==> config.mk <==
export PLATFORM = sky130hd
export DESIGN_NAME = note_envelope
export DESIGN_NICKNAME = d
export VERILOG_FILES = /design/src/rtl/audio_pkg.sv /design/src/rtl/env_scale.sv /design/src/rtl/note_envelope.sv
export SDC_FILE = /design/constraint.sdc
export NUM_CORES = 1
export LEC_CHECK = 0
export ABC_AREA = 1
export ABC_CLOCK_PERIOD_IN_PS = 6000
export CAP_MARGIN = 15
export CORE_AREA = 2 2 115 117
export DETAILED_ROUTE_END_ITERATION = 8
export DIE_AREA = 0 0 117 119
export GPL_TIMING_DRIVEN = 1
export PLACE_DENSITY = 0.69
export SKIP_LAST_GASP = 1
export SYNTH_ARGS = -nofsm -noshare
export SYNTH_HDL_FRONTEND = slang
export SYNTH_SLANG_ARGS = --single-unit
==> constraint.sdc <==
create_clock -name clk -period 6 [get_ports clk]
set_input_delay 1.2 -clock clk [delete_from_list [all_inputs] [get_ports clk]]
set_output_delay 1.2 -clock clk [all_outputs]
set_load 0.02 [all_outputs]
Figure 1. Clock routing (run 1).
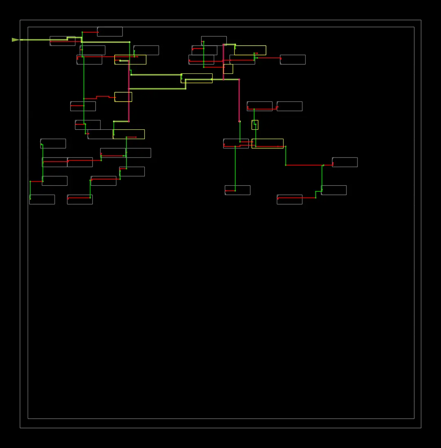
TritonCTS Sinks: 30
layout clock buffer count: 6
Latency at later pin: 280 ps

Figure 2. Gate families picked out (run 1).
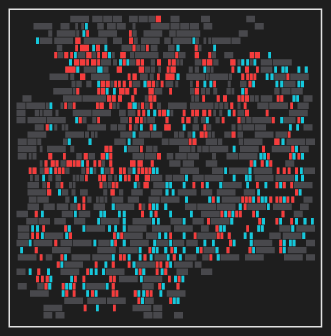
legend:
  red:
    family: nand cells
    cells: 308
    where: spread over the die
  cyan:
    family: inv cells
    cells: 230
    where: spread over the die
share of cell area taken by multi-input logic gates: 0.651
Post-Layout Cell Count: 1135
most common logic cell in the routed design: nand2_1

Figure 3. M1 wires (run 1).
Supply wires on this layer in gray.
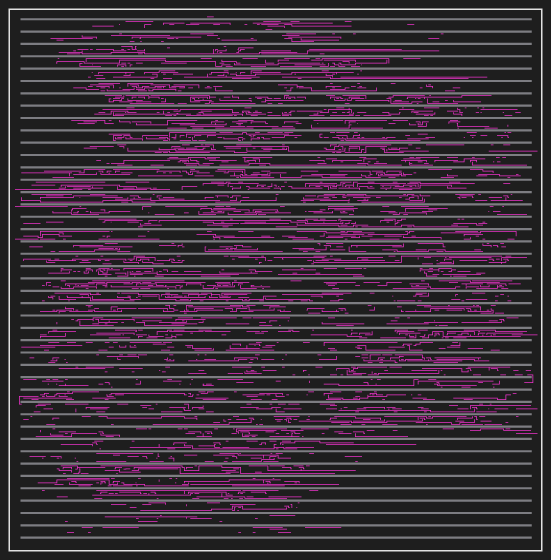
longest straight run: 32.7 um
nets with wire on the layer: 1041
main direction: horizontal
wire length on this layer: 6840 um
share of all routed wire: 44%
met1 track demand over resource: 0.315
via total after detailed routing: 5592

Figure 4. Floorplan with the power grid (run 1).
Pins as bars on the die edge.
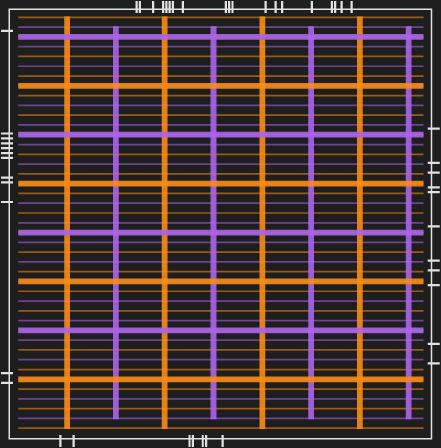
legend:
  purple:
    net: VDD
  orange:
    net: VSS
met4 straps: 8
rows: 42
maximum ir drop on the vdd rail: 92.8 uV
overall die height: 119 um
Die Width: 117 um
core outline area: 12900 um2

==> impl_report.txt, run 1 <==
=== SYNTHESIS / PLACE & ROUTE SUMMARY ===
----------------------------------------------------
[Logic synthesis]
  Post-Syn Instances ........................ a little over 900
  Ranking of synthesized cells by area ........................ fa_1, ha_1, nand2_1
  YS chip area ........................ 6210 um2
  Top cells by count ........................ nand2_1, inv_1, ha_1, fa_1, nor2_1
  Post-synthesis instance area ........................ 6210 um2
  Async S/R FF share, synth ........................ 0
  Most area-hungry cell type in the Yosys netlist ........................ fa_1
  Floorplan net count ........................ ~1100
  Sequential share of the synthesized area ........................ 0.0968
  Area fraction of the dominant cell type after synthesis ........................ 0.226

[Final layout]
  Layout-stage area growth over the synthesis result ........................ 12.8%
  Final antenna diode count ........................ 0

[Timing]
  Worst clock skew ........................ 6.94 ps
  Number of failing setup endpoints in the final timing report ........................ 0

[Setup path]
  Reg2Reg Depth ........................ 15
  Element type at the critical path start ........................ input pin
  Peak fanout along the critical path ........................ 8
  Arrival @ worst endpoint ........................ approximately 5500 ps

[Drt]
  Iteration-0 DRC count of the detailed router ........................ 296
  Per-cell routed wire length ........................ 13.6 um
  Final antenna-violating net count ........................ 0
  DR DRC count ........................ 0

[Run status]
  Status ........................ complete, no violations

[Global route]
  Via count of the first global-routing pass ........................ 5765
  Total GRT Usage ........................ 0.239

[Worst hold path]
  Worst hold-check path type ........................ flop to flop
  Hold path depth ........................ 2

[Clocking]
  Buffers inserted by post-CTS timing repair ........................ 0
  Reg clk slew, reported paths ........................ 50 ps
  CTS-repair resized insts ........................ 0

[Pwr]
  Leakage power figure ........................ about 4.3 nW

[Placed design]
  Post-detail-place hpwl ........................ 12.3 mm

----------------------------------------------------
[run 1: cells in the final DEF (no fill, tap or decap), types with 10 or more instances in the layout]
cell type	netlist	final
fa_1	70	70
a21oi_1	37	37
inv_1	223	223
nand2_1	234	234
o21ai_0	27	27
buf_4	3	16
clkdlybuf4s50_1	0	48
nand4_1	13	13
nand2_2	10	10
nor2_1	62	62
xor2_1	10	10
ha_1	75	75
nand3_1	47	47
dfxtp_1	30	30
[run 1: metal layers]
metal | vias up | share of wire | global-route usage
met2 | 124 | 0.49 | 0.410
met5 | - | 0 | 0
li1 | 2834 | - | -
met1 | 2603 | 0.44 | 0.315
met4 | 0 | 0.025 | 0.0647
met3 | 31 | 0.041 | 0.0290
[run 1: report_power, final]
| group | total [W] | switching (W) | leakage, nW | internal [W] |
|---|---|---|---|---|
| Combinational | 0.000207 | 0.000126 | 4.02 | 0.0000809 |
| Sequential | 0.000222 | 0.0000128 | 0.246 | 0.000209 |
| Clock | 0.000258 | 0.0000945 | 0.0729 | 0.000164 |
[run 1: per-stage QoR]
| step | util | instances | area (um2) | total power [W] | hold slack (ps) |
|---|---|---|---|---|---|
| 6_report | 0.544 | 1135 | 7000 | 0.000688 | 513 |
| 5_1_grt | 0.544 | 1135 | 7000 | 0.000728 | 547 |
| 4_1_cts | 0.544 | 1135 | 7000 | 0.000690 | 516 |
| 3_5_place_dp | 0.532 | 1127 | 6850 | 0.000433 | 503 |
| 3_3_place_gp | 0.532 | 1127 | 6850 | 0.000432 | 492 |
| 2_1_floorplan | - | 924 | 6210 | 0.000360 | 463 |
[run 1: layout make-up]
| cell class | count | area [um2] |
|---|---|---|
| clock buffers | 6 | 139 |
| clock inverters | 2 | 12.5 |
| fillers | 1287 | 5880 |
| inverters | 230 | 867 |
| multi-input cells | 627 | 4560 |
| flip-flops and latches | 30 | 601 |
| well taps | 176 | 220 |
| repair buffers | 64 | 601 |
[run 1: critical path, stage by stage]
cell             delay [ps]
clkdlybuf4s50_1         680
nand2_1                  90
inv_1                   110
fa_1                    460
fa_1                    520
fa_1                    540
inv_1                    50
fa_1                    530
inv_1                    40
ha_1                    350
nand2_1                 110
nor2_1                  140
inv_1                    50
nor2_1                  100
nand4_1                 100
nand3_1                 110
xor2_1                  200
o21ai_0                 100
inv_1                    60
[run 1: cell families (layout without fill, tap and decap cells)]
family / count (synthesis) / after routing / share of synthesized area
DFF: 30 / 30 / 0.0968
xor gates and xnor gates: 11 / 11 / 0.0155
buffers and inverters: 267 / 302 / 0.169
and+or+nand+nor: 387 / 387 / 0.268
AOI/OAI and AO/OA: 84 / 84 / 0.0738
adders and majority gates: 145 / 145 / 0.377
## Run 2: what changed since run 1
--- a/config.mk
+++ b/config.mk
@@ -6,7 +6,7 @@
 export NUM_CORES = 1
 export LEC_CHECK = 0
 export ABC_AREA = 1
-export ABC_CLOCK_PERIOD_IN_PS = 6000
+export ABC_CLOCK_PERIOD_IN_PS = 6270
 export CAP_MARGIN = 15
 export CORE_AREA = 2 2 115 117
 export DETAILED_ROUTE_END_ITERATION = 8
==> constraint.sdc (replaced) <==
create_clock -name clk -period 6.27 [get_ports clk]
set_input_delay 1.254 -clock clk [delete_from_list [all_inputs] [get_ports clk]]
set_output_delay 1.254 -clock clk [all_outputs]
set_load 0.02 [all_outputs]
Figure 5. M1 wires (run 2).
Supply wires on this layer in gray.
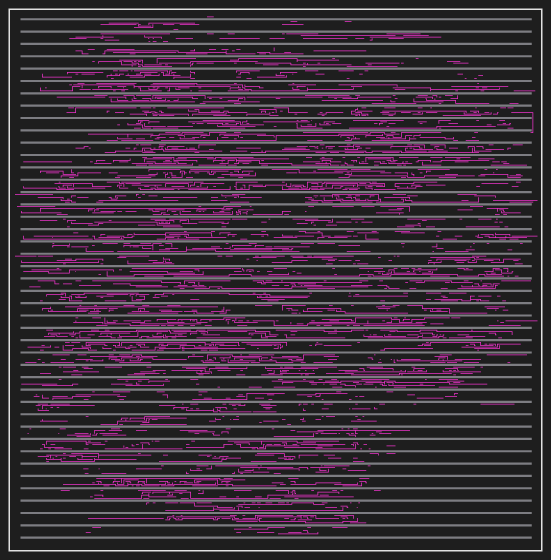
main direction: horizontal
longest straight run: 33.6 um
met1 track demand over resource: 0.334
aggregate routed wire length: 15.4 mm
via total after detailed routing: 5636

Figure 6. Sequential cells colored by netlist name (run 2).
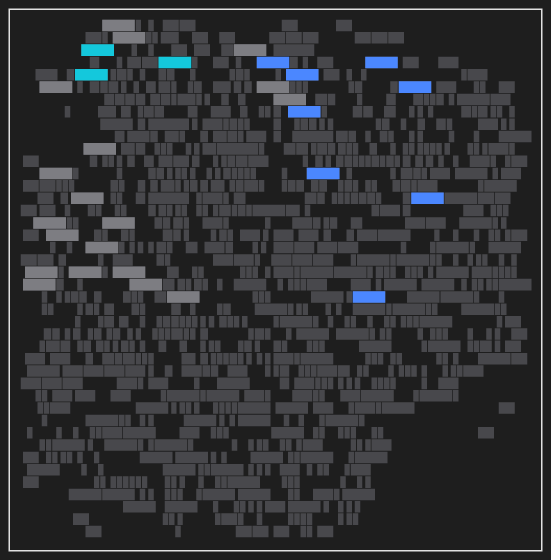
legend:
  blue:
    signal: `neg_out`
    flops: 8
  cyan:
    signal: `o_state`
    flops: 3
not colored: 19
reported sequential group power: 0.000214 W
Sequential Area: 601 um2
Seq area share: 0.0863
final core occ: 0.541

==> run 2 against run 1 <==
Clock skew down 4.1 ps. Sequential cell count unchanged. First-iteration DRC count up 19%. Largest cell class unchanged.
==> impl_report.txt, run 2 <==
=== SYNTHESIS / PLACE & ROUTE SUMMARY ===
----------------------------------------------------
[Placed design]
  Post-detail-place hpwl ........................ approximately 12 mm
  Inst Count DP ........................ 1122

[Setup path]
  Arrival @ worst endpoint ........................ between 5000 and 6000 ps
  Standard cell with the maximum stage delay on the critical path ........................ clkdlybuf4s50_1
  Highest cell delay on the worst timing path ........................ roughly 670 ps
  List of cells traversed by the critical path ........................ clkdlybuf4s50_1, nand2_1, inv_1, fa_1, fa_1, fa_1, inv_1, fa_1, inv_1, ha_1, nand2_1, nor2_1, inv_1, nor2_1, nand4_1, nand3_1, xor2_1, o21ai_0, inv_1
  Element type at the critical path start ........................ input pin
  Most prevalent standard cell on the critical path ........................ inv_1
  Worst path depth ........................ 19

[Pwr]
  Sw Share ........................ 0.341
  Part of the power in the clock network ........................ 0.377
  Leakage power figure ........................ 4.31 nW
  Overall power after layout ........................ around 0.00066 W
  Internal power component ........................ between 0.0004 and 0.0005 W

[Logic synthesis]
  Most area-hungry cell type in the Yosys netlist ........................ fa_1
  Post-Syn Instances ........................ 924
  Top cells by count ........................ nand2_1, inv_1, ha_1, fa_1, nor2_1
  YS chip area ........................ 6210 um2
  Post-synthesis instance area ........................ 6210 um2
  Ranking of synthesized cells by area ........................ fa_1, ha_1, nand2_1
  Floorplan net count ........................ 1090
  Sequential share of the synthesized area ........................ 0.0968

[Floorplan]
  Core outline area ........................ 12900 um2

[Run status]
  Status ........................ complete, no violations

[Global route]
  Global routing usage on met2 ........................ 0.405
  Global-route layer with the greatest usage ........................ met2
  Via count of the first global-routing pass ........................ 5732

[Final layout]
  Final antenna diode count ........................ 0
  Most common logic cell in the routed design ........................ nand2_1
  Layout-stage area growth over the synthesis result ........................ 12.2%

[Clocking]
  Latency at later pin ........................ 280 ps
  TritonCTS Sinks ........................ 30
  Buffers inserted by post-CTS timing repair ........................ 0
  Reg clk slew, reported paths ........................ about 50 ps

[Timing]
  Number of failing setup endpoints in the final timing report ........................ 0

[Drt]
  Per-cell routed wire length ........................ 13.6 um
  Iteration-0 DRC count of the detailed router ........................ 351
  DR DRC count ........................ 0

[Worst hold path]
  Hold path depth ........................ 2

----------------------------------------------------
[run 2: netlist changes by cell type in the layout (fill, tap and decap cells not counted)]
cell   delta
buf_4     -5
[run 2: kinds of logic after synthesis]
| family | Yosys count | synth area share |
|---|---|---|
| simple gates | 387 | 0.268 |
| xor+xnor | 11 | 0.0155 |
| flops | 30 | 0.0968 |
| buf+inv | 267 | 0.169 |
| compound gates | 84 | 0.0738 |
| fa+ha+maj | 145 | 0.377 |
[run 2: metrics by stage]
| step | hold WS [ps] | utilization | cell area [um2] |
|---|---|---|---|
| floorplan | 463 | - | 6210 |
| global placement | 480 | 0.529 | 6810 |
| detailed placement | 507 | 0.529 | 6810 |
| CTS | 517 | 0.541 | 6960 |
| global route | 559 | 0.541 | 6960 |
| finish | 517 | 0.541 | 6960 |
[run 2: area by class of cell]
cell class	count	area share
Sequential cell	30	0.0863
Multi-Input combinational cell	627	0.655
Clock inverter	2	0.00180
Inverter	230	0.125
Clock buffer	6	0.0199
Tap cell	176	0.0316
Timing Repair Buffer	59	0.0809
[run 2: tightest hold or removal path, cell delays in order (launching register included)]
cell	delay (ps)
dfxtp_1	320
nor2_1	60
nor2_1	100
[run 2: power groups by stage]
stage	Clock (W)	Combinational (W)	Sequential (W)
2_1_floorplan	0	0.000124	0.000220
3_3_place_gp	0	0.000192	0.000218
3_5_place_dp	0	0.000195	0.000218
4_1_cts	0.000251	0.000196	0.000214
5_1_grt	0.000260	0.000221	0.000216
6_report	0.000248	0.000195	0.000214
[run 2: per-layer routing]
| layer | up-vias | wire (um) |
|---|---|---|
| met2 | 150 | 7350 |
| met1 | 2640 | 7060 |
| li1 | 2827 | - |
| met4 | 0 | 215 |
| met5 | - | 0 |
| met3 | 19 | 768 |
No activity file was given, so power comes from the tool's default toggle rates.
